Signal wires by layer:
Scale: 4 px per um. Only two layers are drawn.
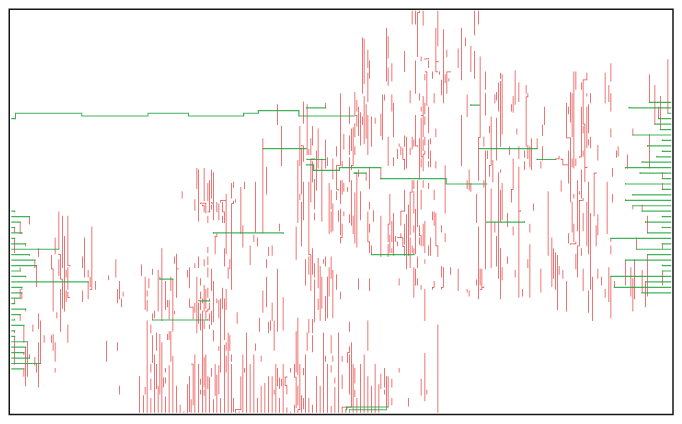
Sizing map:
Scale: 4 px per um.
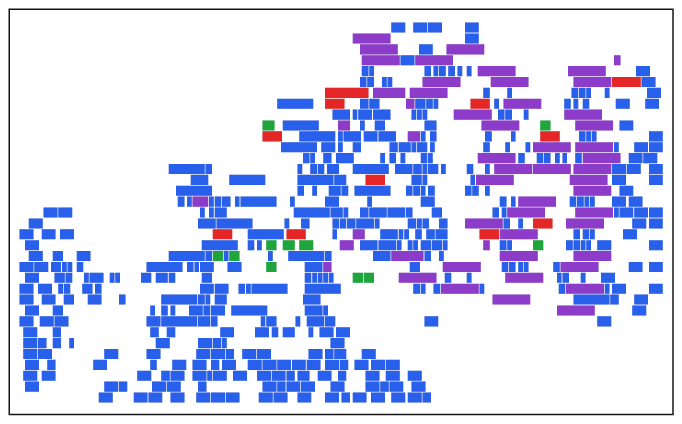
Cell outlines without signal wires:
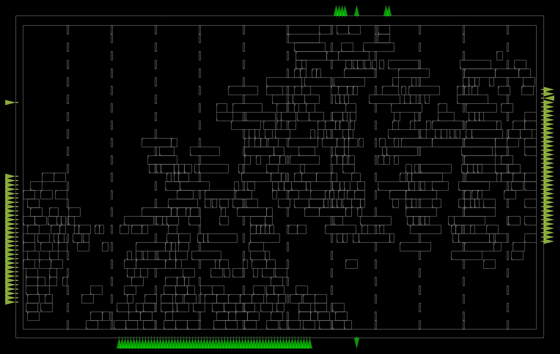
Pin placement:
Scale: 4 px per um. Pins as bars across the die edge, other pins in gray.
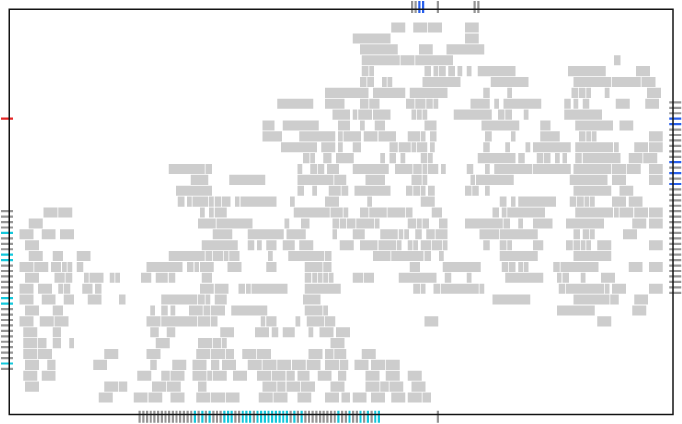
`config.mk`:
```
export PLATFORM = sky130hd
export DESIGN_NAME = io_seg_display_flat
export DESIGN_NICKNAME = d
export VERILOG_FILES = /design/src/rtl/io_seg_display_pkg.sv /design/src/rtl/io_seg_display_if.sv /design/src/rtl/io_seg_display_seg7_decoder.sv /design/src/rtl/io_seg_display.sv /design/src/flat_wrapper.sv
export SDC_FILE = /design/constraint.sdc
export NUM_CORES = 1
export LEC_CHECK = 0
export CAP_MARGIN = 20
export CORE_ASPECT_RATIO = 0.6
export CORE_MARGIN = 2
export CORE_UTILIZATION = 23
export CTS_BUF_LIST = sky130_fd_sc_hd__clkbuf_4 sky130_fd_sc_hd__clkbuf_8
export DETAILED_ROUTE_END_ITERATION = 8
export PLACE_DENSITY = 0.59
export SYNTH_ARGS = -nofsm -noshare
export SYNTH_HDL_FRONTEND = slang
export SYNTH_SLANG_ARGS = --single-unit
```
`constraint.sdc`:
```
create_clock -name clock -period 2.3 [get_ports clock]
set_input_delay 0.46 -clock clock [delete_from_list [all_inputs] [get_ports clock]]
set_output_delay 0.46 -clock clock [all_outputs]
set_load 0.02 [all_outputs]
```
`src/rtl/io_seg_display_pkg.sv`:
```
// Shared definitions for the I/O seven-segment display path: FSM states,
// segment constants (active-high) and the double-dabble nibble adjust.
package io_seg_display_pkg;

  typedef enum logic [1:0] {
    S_LOAD  = 2'd0,
    S_SHIFT = 2'd1,
    S_WRITE = 2'd2
  } state_t;

  // Segment patterns are {g,f,e,d,c,b,a}, active-high.
  localparam logic [6:0] SEG_BLANK = 7'h00;
  localparam logic [6:0] SEG_DASH  = 7'h40;

  // Largest value shown as two decimal digits; anything above shows "--".
  localparam int unsigned RANGE_MAX = 99;

  // Shift steps needed to convert the 7-bit value that survives the range check.
  localparam int unsigned SHIFT_CNT = 7;

  localparam int unsigned NUM_DIGITS = 6;

  // Double-dabble correction: a BCD nibble of 5 or more gets +3 before the shift.
  function automatic logic [3:0] bcd_adjust(input logic [3:0] nibble);
    return (nibble >= 4'd5) ? nibble + 4'd3 : nibble;
  endfunction

endpackage

```
`src/rtl/io_seg_display_if.sv`:
```
// Bundle between the memory-stage output ports and the display pins.
// The master drives the port values; the slave (the display) drives the digits.
interface io_seg_display_if;

  logic [31:0] out_port0;
  logic [31:0] out_port1;
  logic [31:0] out_port2;
  logic [6:0]  hex0;
  logic [6:0]  hex1;
  logic [6:0]  hex2;
  logic [6:0]  hex3;
  logic [6:0]  hex4;
  logic [6:0]  hex5;
  logic        disp_valid;

  modport master (
    output out_port0, out_port1, out_port2,
    input  hex0, hex1, hex2, hex3, hex4, hex5, disp_valid
  );

  modport slave (
    input  out_port0, out_port1, out_port2,
    output hex0, hex1, hex2, hex3, hex4, hex5, disp_valid
  );

endinterface

```
`src/rtl/io_seg_display_seg7_decoder.sv`:
```
// Combinational BCD/hex nibble to seven-segment decoder, active-high output.
// Dash wins over blank, blank wins over the nibble value.
module seg7_decoder
  import io_seg_display_pkg::*;
(
  input  logic [3:0] nibble,
  input  logic       blank,
  input  logic       dash,
  output logic [6:0] seg
);

  // Select the pattern for the requested symbol.
  always_comb begin
    // NOTE: seg gets a default on entry so no path through this block leaves it
    // unassigned; without it a missing branch would infer a latch.
    seg = SEG_BLANK;
    if (dash) begin
      seg = SEG_DASH;
    end else if (!blank) begin
      unique case (nibble)
        4'h0: seg = 7'h3F;
        4'h1: seg = 7'h06;
        4'h2: seg = 7'h5B;
        4'h3: seg = 7'h4F;
        4'h4: seg = 7'h66;
        4'h5: seg = 7'h6D;
        4'h6: seg = 7'h7D;
        4'h7: seg = 7'h07;
        4'h8: seg = 7'h7F;
        4'h9: seg = 7'h6F;
        4'hA: seg = 7'h77;
        4'hB: seg = 7'h7C;
        4'hC: seg = 7'h39;
        4'hD: seg = 7'h5E;
        4'hE: seg = 7'h79;
        4'hF: seg = 7'h71;
      endcase
    end
  end

endmodule

```
`src/rtl/io_seg_display.sv`:
```
// Round-robin display of three 32-bit I/O ports as two decimal digits each.
// One port is converted per 9-cycle slot: load (1), double-dabble shift (7),
// write (1). Digits are registered, so the pins never see the ports directly.
module io_seg_display
  import io_seg_display_pkg::*;
#(
  parameter bit SEG_ACTIVE_LOW = 1'b1,
  parameter bit BLANK_LEAD0    = 1'b1
) (
  input  logic              clock,
  input  logic              resetn,
  io_seg_display_if.slave   bus
);

  // Pattern with every segment dark in the board's polarity.
  localparam logic [6:0] SEG_OFF = SEG_ACTIVE_LOW ? 7'h7F : 7'h00;

  state_t      state_q;
  logic [1:0]  idx_q;       // port currently being converted (0..2)
  logic [6:0]  work_q;      // low bits of the snapshot; upper bits only feed range_q
  logic [7:0]  bcd_q;       // {tens, ones}
  logic [2:0]  cnt_q;
  logic        range_q;     // snapshot exceeded RANGE_MAX (includes bit31 set)
  logic [6:0]  hex_q [NUM_DIGITS];
  logic        valid_q;

  logic [31:0] sel_port;
  logic [7:0]  bcd_adj;
  logic        tens_blank;
  logic [6:0]  tens_seg;
  logic [6:0]  ones_seg;
  logic [6:0]  tens_pin;
  logic [6:0]  ones_pin;
  logic [2:0]  ones_slot;
  logic [2:0]  tens_slot;

  // Port selected by the round-robin index.
  always_comb begin
    sel_port = bus.out_port0;
    unique case (idx_q)
      2'd1:    sel_port = bus.out_port1;
      2'd2:    sel_port = bus.out_port2;
      default: sel_port = bus.out_port0;
    endcase
  end

  // Add-3 correction of both BCD nibbles ahead of the next shift.
  always_comb begin
    bcd_adj = {bcd_adjust(bcd_q[7:4]), bcd_adjust(bcd_q[3:0])};
  end

  assign tens_blank = BLANK_LEAD0 && (bcd_q[7:4] == 4'd0);

  seg7_decoder u_tens (
    .nibble (bcd_q[7:4]),
    .blank  (tens_blank),
    .dash   (range_q),
    .seg    (tens_seg)
  );

  seg7_decoder u_ones (
    .nibble (bcd_q[3:0]),
    .blank  (1'b0),
    .dash   (range_q),
    .seg    (ones_seg)
  );

  assign tens_pin  = SEG_ACTIVE_LOW ? ~tens_seg : tens_seg;
  assign ones_pin  = SEG_ACTIVE_LOW ? ~ones_seg : ones_seg;
  assign ones_slot = {idx_q, 1'b0};
  assign tens_slot = {idx_q, 1'b1};

  // Conversion FSM with the registered digit bank and sticky valid flag.
  always_ff @(posedge clock or negedge resetn) begin
    if (!resetn) begin
      state_q <= S_LOAD;
      idx_q   <= 2'd0;
      work_q  <= '0;
      bcd_q   <= '0;
      cnt_q   <= '0;
      range_q <= 1'b0;
      valid_q <= 1'b0;
      // NOTE: the digit bank is six small pin registers, not a RAM, so it is
      // reset explicitly; the pins must go dark the moment resetn drops.
      for (int i = 0; i < NUM_DIGITS; i++) begin
        hex_q[i] <= SEG_OFF;
      end
    end else begin
      // NOTE: non-blocking assignments throughout, so every right-hand side
      // below reads the value from before this edge regardless of order.
      unique case (state_q)
        S_LOAD: begin
          work_q  <= sel_port[6:0];
          bcd_q   <= '0;
          range_q <= (sel_port > 32'(RANGE_MAX));
          cnt_q   <= '0;
          state_q <= S_SHIFT;
        end
        S_SHIFT: begin
          bcd_q  <= {bcd_adj[6:0], work_q[6]};
          work_q <= {work_q[5:0], 1'b0};
          cnt_q  <= cnt_q + 3'd1;
          if (cnt_q == 3'(SHIFT_CNT - 1)) begin
            state_q <= S_WRITE;
          end
        end
        S_WRITE: begin
          hex_q[ones_slot] <= ones_pin;
          hex_q[tens_slot] <= tens_pin;
          if (idx_q == 2'd2) begin
            valid_q <= 1'b1;
            idx_q   <= 2'd0;
          end else begin
            idx_q <= idx_q + 2'd1;
          end
          state_q <= S_LOAD;
        end
        default: state_q <= S_LOAD;
      endcase
    end
  end

  assign bus.hex0       = hex_q[0];
  assign bus.hex1       = hex_q[1];
  assign bus.hex2       = hex_q[2];
  assign bus.hex3       = hex_q[3];
  assign bus.hex4       = hex_q[4];
  assign bus.hex5       = hex_q[5];
  assign bus.disp_valid = valid_q;

endmodule
```
`src/flat_wrapper.sv`:
```
// flat-port wrapper written by rule: the top's interface ports become plain ports
module io_seg_display_flat import io_seg_display_pkg::*;
#(
  parameter bit SEG_ACTIVE_LOW = 1'b1,
  parameter bit BLANK_LEAD0    = 1'b1
)
  (clock, resetn, bus_out_port0, bus_out_port1, bus_out_port2, bus_hex0, bus_hex1, bus_hex2, bus_hex3, bus_hex4, bus_hex5, bus_disp_valid);
  io_seg_display_if bus_i ();
  input  logic clock;
  input  logic resetn;
  input wire logic [$bits(bus_i.out_port0)-1:0] bus_out_port0;
  input wire logic [$bits(bus_i.out_port1)-1:0] bus_out_port1;
  input wire logic [$bits(bus_i.out_port2)-1:0] bus_out_port2;
  output wire logic [$bits(bus_i.hex0)-1:0] bus_hex0;
  output wire logic [$bits(bus_i.hex1)-1:0] bus_hex1;
  output wire logic [$bits(bus_i.hex2)-1:0] bus_hex2;
  output wire logic [$bits(bus_i.hex3)-1:0] bus_hex3;
  output wire logic [$bits(bus_i.hex4)-1:0] bus_hex4;
  output wire logic [$bits(bus_i.hex5)-1:0] bus_hex5;
  output wire logic [$bits(bus_i.disp_valid)-1:0] bus_disp_valid;
  assign bus_i.out_port0 = bus_out_port0;
  assign bus_i.out_port1 = bus_out_port1;
  assign bus_i.out_port2 = bus_out_port2;
  assign bus_hex0 = bus_i.hex0;
  assign bus_hex1 = bus_i.hex1;
  assign bus_hex2 = bus_i.hex2;
  assign bus_hex3 = bus_i.hex3;
  assign bus_hex4 = bus_i.hex4;
  assign bus_hex5 = bus_i.hex5;
  assign bus_disp_valid = bus_i.disp_valid;
  io_seg_display #(.SEG_ACTIVE_LOW(SEG_ACTIVE_LOW), .BLANK_LEAD0(BLANK_LEAD0)) u_core (.clock(clock), .resetn(resetn), .bus(bus_i));
endmodule
```
==> flow_summary.ini <==
; physical design summary
[run_status]
outcome = complete, no violations

[power_and_ir_drop]
clockPowerShare_pct = 40.8
total_power_mw = 2.43
pg_seq_mw = 1.18
pwr-share-comb_pct = 10.6

[timing]
setup_tns_ns = 0
rsz0062_at_grt = no
worstMarginPinSlew_ns = 0.598

[setup_path]
crit_fanout = 2
critPathLaunch = u_core.bus.hex2[4]$_DFFE_PN1P_
r2r_slack_ns = 0.35
path_class = reg -> out

[layout]
fin_util_pct = 34.8
combGateArea_um2 = 1670

[cts]
cts_root_buffer = clkbuf_8
cts_buffer_depth = 2

[synth]
yosysChipArea_um2 = 3600
ys.flop_type = dfstp_2

[job]
warnings = 39

[place]
placed_cell_area_um2 = 5140

[grt]
antenna_found_initial = 0
grt-ovfl-total = 0
met3_usage_pct = 3.83

[detailed_routing]
highest_layer = met4
wl_per_cell_um = 14.1

[floorplanning]
rows = 35
About 'signal wires by layer':
legend:
  M2:
    color: red
    wire_length: 4080 um
  M3:
    color: green
    wire_length: 605 um

About 'sizing map':
legend:
  x6 and larger:
    color: red
    cells: 11
    share: 2.1%
  x2:
    color: purple
    cells: 53
    share: 10%
  x1 and smaller:
    color: blue
    cells: 445
    share: 86%
  x3 and x4:
    color: green
    cells: 11
    share: 2.1%

About 'cell outlines without signal wires':
flip-flops: 66
fraction of area in registers: 31.9%
Tapcells: 203

About 'pin placement':
legend:
  bus_out_port1:
    color: cyan
    pins: 32
    direction: input
    edge: 26 bottom, 6 left
  bus_hex5:
    color: blue
    pins: 7
    direction: output
    edge: 5 right, 2 top
  clock:
    color: red
    pins: 1
    direction: input
    edge: left

-- synth_stat cells, drive strengths merged (4+ instances only) --
cell type,instances,share of area [%]
a211oi,8,1.7
a21oi,16,2.4
a22oi,9,1.9
buf,21,4.4
dfrtp,24,17
dfstp,42,31
ha,19,6.6
inv,16,1.7
mux2i,10,2.8
nand2,68,7.2
nand2b,6,1.0
nor2,24,2.6
nor4,18,3.1
o21ai,62,8.7
o22ai,4,0.69
-- state kept, by name, indices dropped and copies added, names as in the netlist --
name and count:
u_core.idx_q 2, u_core.bus.disp_valid 1, u_core.bus.hex3 7, u_core.bus.hex2 7
u_core.bus.hex1 7, u_core.work_q 7, u_core.state_q 2, u_core.bus.hex4 7
u_core.bus.hex5 7, u_core.range_q 1, u_core.bus.hex0 7, u_core.bcd_q 8
u_core.cnt_q 3
Power and IR drop assume default switching activity.
